**config.mk**
```make
export PLATFORM = sky130hd
export DESIGN_NAME = instr_mem_loader
export DESIGN_NICKNAME = d
export VERILOG_FILES = /design/src/rtl/instr_mem_loader.sv
export SDC_FILE = /design/constraint.sdc
export NUM_CORES = 1
export LEC_CHECK = 0
export CAP_MARGIN = 20
export CORE_MARGIN = 2
export CORE_UTILIZATION = 53
export DETAILED_ROUTE_END_ITERATION = 12
export GPL_ROUTABILITY_DRIVEN = 1
export PLACE_DENSITY = 0.78
export SKIP_LAST_GASP = 1
export SYNTH_ARGS = -nofsm -noshare
export SYNTH_HDL_FRONTEND = slang
export SYNTH_SLANG_ARGS = --single-unit
```
**constraint.sdc**
```tcl
create_clock -name clk -period 3.2 [get_ports clk]
set_input_delay 0.64 -clock clk [delete_from_list [all_inputs] [get_ports clk]]
set_output_delay 0.64 -clock clk [all_outputs]
set_load 0.005 [all_outputs]
```
**src/rtl/instr_mem_loader.sv**
```systemverilog
// Streams 32-bit instruction words into a byte-wide, big-endian instruction memory port.
// Optional feature macro: LOADER_CHECKSUM_EN adds a running 32-bit sum of written words.
module instr_mem_loader #(
    parameter int unsigned ADDR_W    = 16,
    parameter int unsigned MEM_BYTES = 116,
    parameter int unsigned BASE_ADDR = 0
) (
    input  logic              clk,
    input  logic              reset,
    input  logic              start,
    input  logic              in_valid,
    input  logic [31:0]       in_word,
    input  logic              in_last,
    output logic              in_ready,
    output logic              mem_we,
    output logic [ADDR_W-1:0] mem_addr,
    output logic [7:0]        mem_wdata,
    output logic              busy,
    output logic              done,
    output logic              err,
    output logic [7:0]        word_count,
`ifdef LOADER_CHECKSUM_EN
    output logic [31:0]       checksum,
`endif
    output logic              cpu_hold
);

    typedef enum logic [1:0] {
        S_IDLE,
        S_LOAD,
        S_WRITE,
        S_DONE
    } state_e;

    state_e            state_q, state_d;
    logic [ADDR_W-1:0] addr_q, addr_d;
    logic [31:0]       word_q, word_d;
    logic              last_q, last_d;
    logic [1:0]        idx_q, idx_d;
    logic              in_ready_q, in_ready_d;
    logic              mem_we_q, mem_we_d;
    logic [ADDR_W-1:0] mem_addr_q, mem_addr_d;
    logic [7:0]        mem_wdata_q, mem_wdata_d;
    logic              busy_q, busy_d;
    logic              done_q, done_d;
    logic              err_q, err_d;
    logic [7:0]        count_q, count_d;
    logic              cpu_hold_q, cpu_hold_d;
`ifdef LOADER_CHECKSUM_EN
    logic [31:0]       sum_q, sum_d;
`endif

    // Last byte of the next word must land inside memory; one extra bit prevents wrap.
    logic [ADDR_W:0] end_addr;
    logic            word_fits;
    assign end_addr  = {1'b0, addr_q} + (ADDR_W+1)'(3);
    assign word_fits = end_addr <= (ADDR_W+1)'(MEM_BYTES - 1);

    function automatic logic [7:0] byte_of(input logic [31:0] w, input logic [1:0] i);
        case (i)
            2'd0:    return w[31:24];
            2'd1:    return w[23:16];
            2'd2:    return w[15:8];
            default: return w[7:0];
        endcase
    endfunction

    always_comb begin
        state_d     = state_q;
        addr_d      = addr_q;
        word_d      = word_q;
        last_d      = last_q;
        idx_d       = idx_q;
        mem_we_d    = 1'b0;
        mem_addr_d  = mem_addr_q;
        mem_wdata_d = mem_wdata_q;
        err_d       = err_q;
        count_d     = count_q;
`ifdef LOADER_CHECKSUM_EN
        sum_d       = sum_q;
`endif
        case (state_q)
            S_IDLE, S_DONE: begin
                if (start) begin
                    state_d    = S_LOAD;
                    addr_d     = ADDR_W'(BASE_ADDR);
                    mem_addr_d = ADDR_W'(BASE_ADDR);
                    err_d      = 1'b0;
                    count_d    = 8'd0;
`ifdef LOADER_CHECKSUM_EN
                    sum_d      = 32'd0;
`endif
                end
            end
            S_LOAD: begin
                if (in_valid && in_ready_q) begin
                    if (word_fits) begin
                        state_d     = S_WRITE;
                        word_d      = in_word;
                        last_d      = in_last;
                        idx_d       = 2'd0;
                        mem_we_d    = 1'b1;
                        mem_addr_d  = addr_q;
                        mem_wdata_d = in_word[31:24];
                    end else begin
                        state_d = S_DONE;
                        err_d   = 1'b1;
                    end
                end
            end
            S_WRITE: begin
                if (idx_q != 2'd3) begin
                    idx_d       = idx_q + 2'd1;
                    mem_we_d    = 1'b1;
                    mem_addr_d  = addr_q + ADDR_W'(idx_q + 2'd1);
                    mem_wdata_d = byte_of(word_q, idx_q + 2'd1);
                end else begin
                    addr_d  = addr_q + ADDR_W'(4);
                    count_d = (count_q == 8'hFF) ? count_q : count_q + 8'd1;
`ifdef LOADER_CHECKSUM_EN
                    sum_d   = sum_q + word_q;
`endif
                    state_d = last_q ? S_DONE : S_LOAD;
                end
            end
            default: state_d = S_IDLE;
        endcase

        // Status flags are registered copies of the upcoming state.
        in_ready_d = (state_d == S_LOAD);
        busy_d     = (state_d == S_LOAD) || (state_d == S_WRITE);
        done_d     = (state_d == S_DONE);
        cpu_hold_d = !(done_d && !err_d);
    end

    always_ff @(posedge clk or posedge reset) begin
        if (reset) begin
            state_q     <= S_IDLE;
            addr_q      <= ADDR_W'(BASE_ADDR);
            word_q      <= 32'd0;
            last_q      <= 1'b0;
            idx_q       <= 2'd0;
            in_ready_q  <= 1'b0;
            mem_we_q    <= 1'b0;
            mem_addr_q  <= ADDR_W'(BASE_ADDR);
            mem_wdata_q <= 8'd0;
            busy_q      <= 1'b0;
            done_q      <= 1'b0;
            err_q       <= 1'b0;
            count_q     <= 8'd0;
            cpu_hold_q  <= 1'b1;
`ifdef LOADER_CHECKSUM_EN
            sum_q       <= 32'd0;
`endif
        end else begin
            state_q     <= state_d;
            addr_q      <= addr_d;
            word_q      <= word_d;
            last_q      <= last_d;
            idx_q       <= idx_d;
            in_ready_q  <= in_ready_d;
            mem_we_q    <= mem_we_d;
            mem_addr_q  <= mem_addr_d;
            mem_wdata_q <= mem_wdata_d;
            busy_q      <= busy_d;
            done_q      <= done_d;
            err_q       <= err_d;
            count_q     <= count_d;
            cpu_hold_q  <= cpu_hold_d;
`ifdef LOADER_CHECKSUM_EN
            sum_q       <= sum_d;
`endif
        end
    end

    assign in_ready   = in_ready_q;
    assign mem_we     = mem_we_q;
    assign mem_addr   = mem_addr_q;
    assign mem_wdata  = mem_wdata_q;
    assign busy       = busy_q;
    assign done       = done_q;
    assign err        = err_q;
    assign word_count = count_q;
    assign cpu_hold   = cpu_hold_q;
`ifdef LOADER_CHECKSUM_EN
    assign checksum   = sum_q;
`endif

endmodule

```
**Congestion heat map**

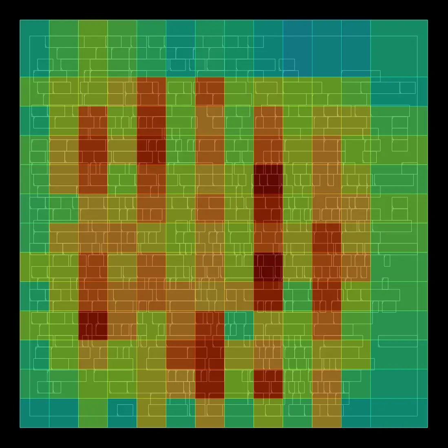
GRT met2 Usage: 39.00%
routed length per instance: 16.67 µm
total track usage: 23.04%

**Metal 4**

(4 px per µm)
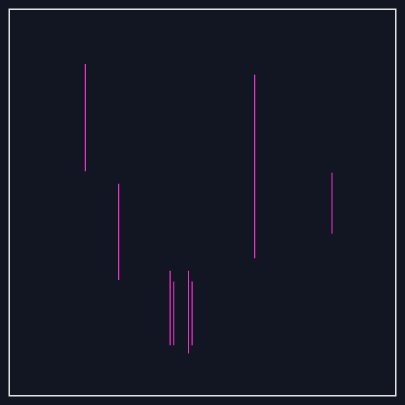
main direction = vertical
wire length on this layer = 181 µm
nets with wire on the layer = 7
longest straight run = 45.6 µm
share of all routed wire = 1.8%
Post-Route WL: 10.00 mm
vias post-DR: 3507

**Local utilization**

(3 px per µm) 10 x 10 tiles, from white (low) to dark blue (high), 0 to 100% covered.
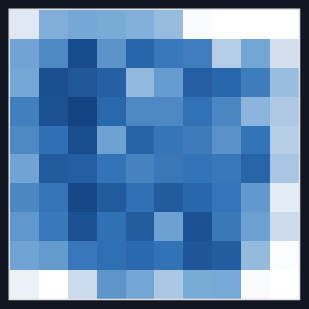
mean over tiles = 58%
nearly empty tiles = 6.0%
tiles over 75% full = 25%
emptiest ninth of the die = top right
fullest tile = 92%

**Clock network drawn from the DEF**

(6 px per µm)
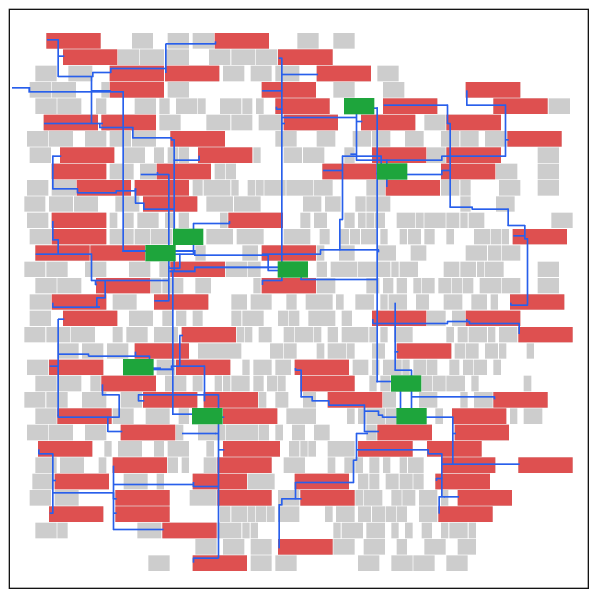
green -> clock-net drivers  # count 9
red -> flip-flops  # count 89
blue -> clock wires  # length 1080 µm
flops lie = all over the die

**PDN straps and rails**

(4 px per µm) Pins as bars on the die edge.
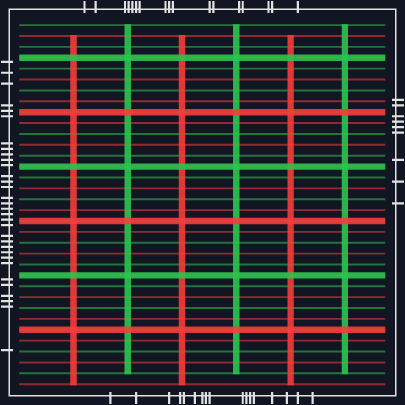
red -> VSS
green -> VDD
signal pins = 75
met5 straps = 6

==> impl_metrics.toml <==
# physical design summary
[worst_hold_path]
hold_path.class = "reg -> reg"
hold_depth = 1

[global_routing]
grt_pass1_wl_mm = 16.46
grt_pass1_vias = 3409
grt_use_met3_pct = 4.542
busiest_layer = "met2"
overflow = 0
met1_usage_pct = 29.38
grt_max_degree = 42

[worst_setup_path]
required_ps = 3450
ff2ff_path_depth = 7
slowest_delay_ps = 490
crit_chain = "inv_1 -> ha_1 -> nand4b_1 -> nand4_1 -> o21ai_2 -> nand3_2 -> a22o_1"
cp.arrival_ps = 2700
r2r-end = "mem_addr[10]"
worstPathMaxFanout = 16

[clocking]
cts_buffers = 9
post_cts_resized = 0
cts_buffer_depth = 2
h-tree-depth = 3
cts_tree = "done"
clock_latency_ps = 360
clkSinkCount = 89
hold_buffers = 0
clk_pin_slew_worst_paths_ps = 90
postCtsSetupBuffers = 0

[sta]
worst_pin_slew_ps = 738.7
tns_ps = 0
setup_ws_ps = 753.3
relSlewSlack_pct = 50.70
hold_viol_final = 0
finClkSkew_ps = 12.39
fin_crit_sh_pct = 76.46
rsz0062_at_grt = "false"

[yosys]
ys_area_um2 = 4512
area_leaders = "dfrtp_1, mux2_2, ha_1"
yosysTopAreaCell = "dfrtp_1"
ys_seq_share_pct = 49.39
async_flop_share_pct = 100.0
syn_avg_cell_area_um2 = 10.49
numSynthFlops = 89
synth_cells = 430
ys_warn_count = 0
synth_stat.cells = 430
synth_cell_types = 50
synth_area_um2 = 4512
top_cell = "dfrtp_1"
edf_count = 0

[finish]
layout-drive-gt1-share_pct = 12.73
area_growth_pct = 21.38
finalNetCount = 542
fillers = 670
final_cell_mix = "dfrtp_1, clkdlybuf4s50_1, nand2_1, mux2_2, o21ai_0"
lay_top_count = "dfrtp_1"
antenna_cells = 0

[power_and_ir_drop]
pwr-share-seq_pct = 42.6
ir_worst_vdd_mv = 0.5209
swShare_pct = 36.72
p_clk_share_pct = 18.1
power.total_mw = 3.891
p_int_mw = 2.462
combPwrFrac_pct = 39.3
p_per_area_nw_per_um2 = 710.4

[die]
die-area_um2 = 9267
die_w_um = 96.27
die.size.y_um = 96.27
core_area_um2 = 8217
fp_util_pct = 54.91
io_pins = 75

[route]
drc = 0
drtPass1Iterations = 6
dr_wl_met3_um = 465
ant_nets = 0
wl_met1_mm = 4.309
top_layer = "met4"
wl_met2_mm = 5.044
avgViaCountPerCell = 5.845

[place]
place.gp.congestion = 0.8536
dpl_cell_area_um2 = 5305
placed_cells = 584
dpl.hpwl_mm = 7.045
place_ws_ps = 601.9
port-buffer-count = 74

[flow_run]
cap_violations = 0
tool_warnings = 37

[status]
outcome = "finished clean"
## layout make-up
cell class	instances	area (µm²)	area share, %
clock inverter	6	43.79	0.7996
timing repair buffer	81	805.8	14.71
inverter	9	35.03	0.6397
tap	105	131.4	2.399
clock buffer	10	127.6	2.330
sequential	89	2228	40.69
multi-input combinational	300	2105	38.43
## flip-flops by register name, summed over array words and instances, names as in the netlist
register / cells
word_q: 32
mem_addr: 16
addr_q: 14
mem_wdata: 8
word_count: 8
idx_q: 2
state_q: 2
busy: 1
cpu_hold: 1
done: 1
err: 1
in_ready: 1
last_q: 1
mem_we: 1
## logic make-up (layout without fill, tap and decap cells)
logic type / count (synthesis) / in the layout / share of synthesized area [%]
xor+xnor: 18 / 18 / 3.494
simple gates: 128 / 128 / 14.09
flops: 89 / 89 / 49.39
buf+inv: 41 / 106 / 4.021
mux: 46 / 46 / 11.20
fa+ha+maj: 15 / 15 / 4.160
compound gates: 93 / 93 / 13.64
## worst max path at each step
stage | startpoint | to | depth (start not counted)
2_1_floorplan | reset | addr_q[10] | 1
6_report | addr_q[2] | mem_addr[10] | 7
4_1_cts | addr_q[2] | mem_addr[10] | 7
5_1_grt | addr_q[7] | mem_addr[12] | 5
3_5_place_dp | in_valid | mem_addr[14] | 5
3_3_place_gp | in_valid | mem_addr[14] | 5
## power by group through the flow
stage	clock network [mW]	logic (mW)	registers, mW
floorplan	0	1.06	1.62
global placement	0	1.46	1.66
detailed placement	0	1.53	1.67
CTS	0.717	1.54	1.65
global route	0.769	1.69	1.69
finish	0.705	1.53	1.66
## critical path: cells and delay by family, from the launching register on
kind                     cells  cell delay (ps)
AND/OR/NAND/NOR              3              750
flip-flops                   1              460
buffers and inverters        1              150
adder cells (fa/ha/maj)      1              150
AND-OR/OR-AND                2              830
Power figures rest on the tool's default switching activity, not on a simulated workload.
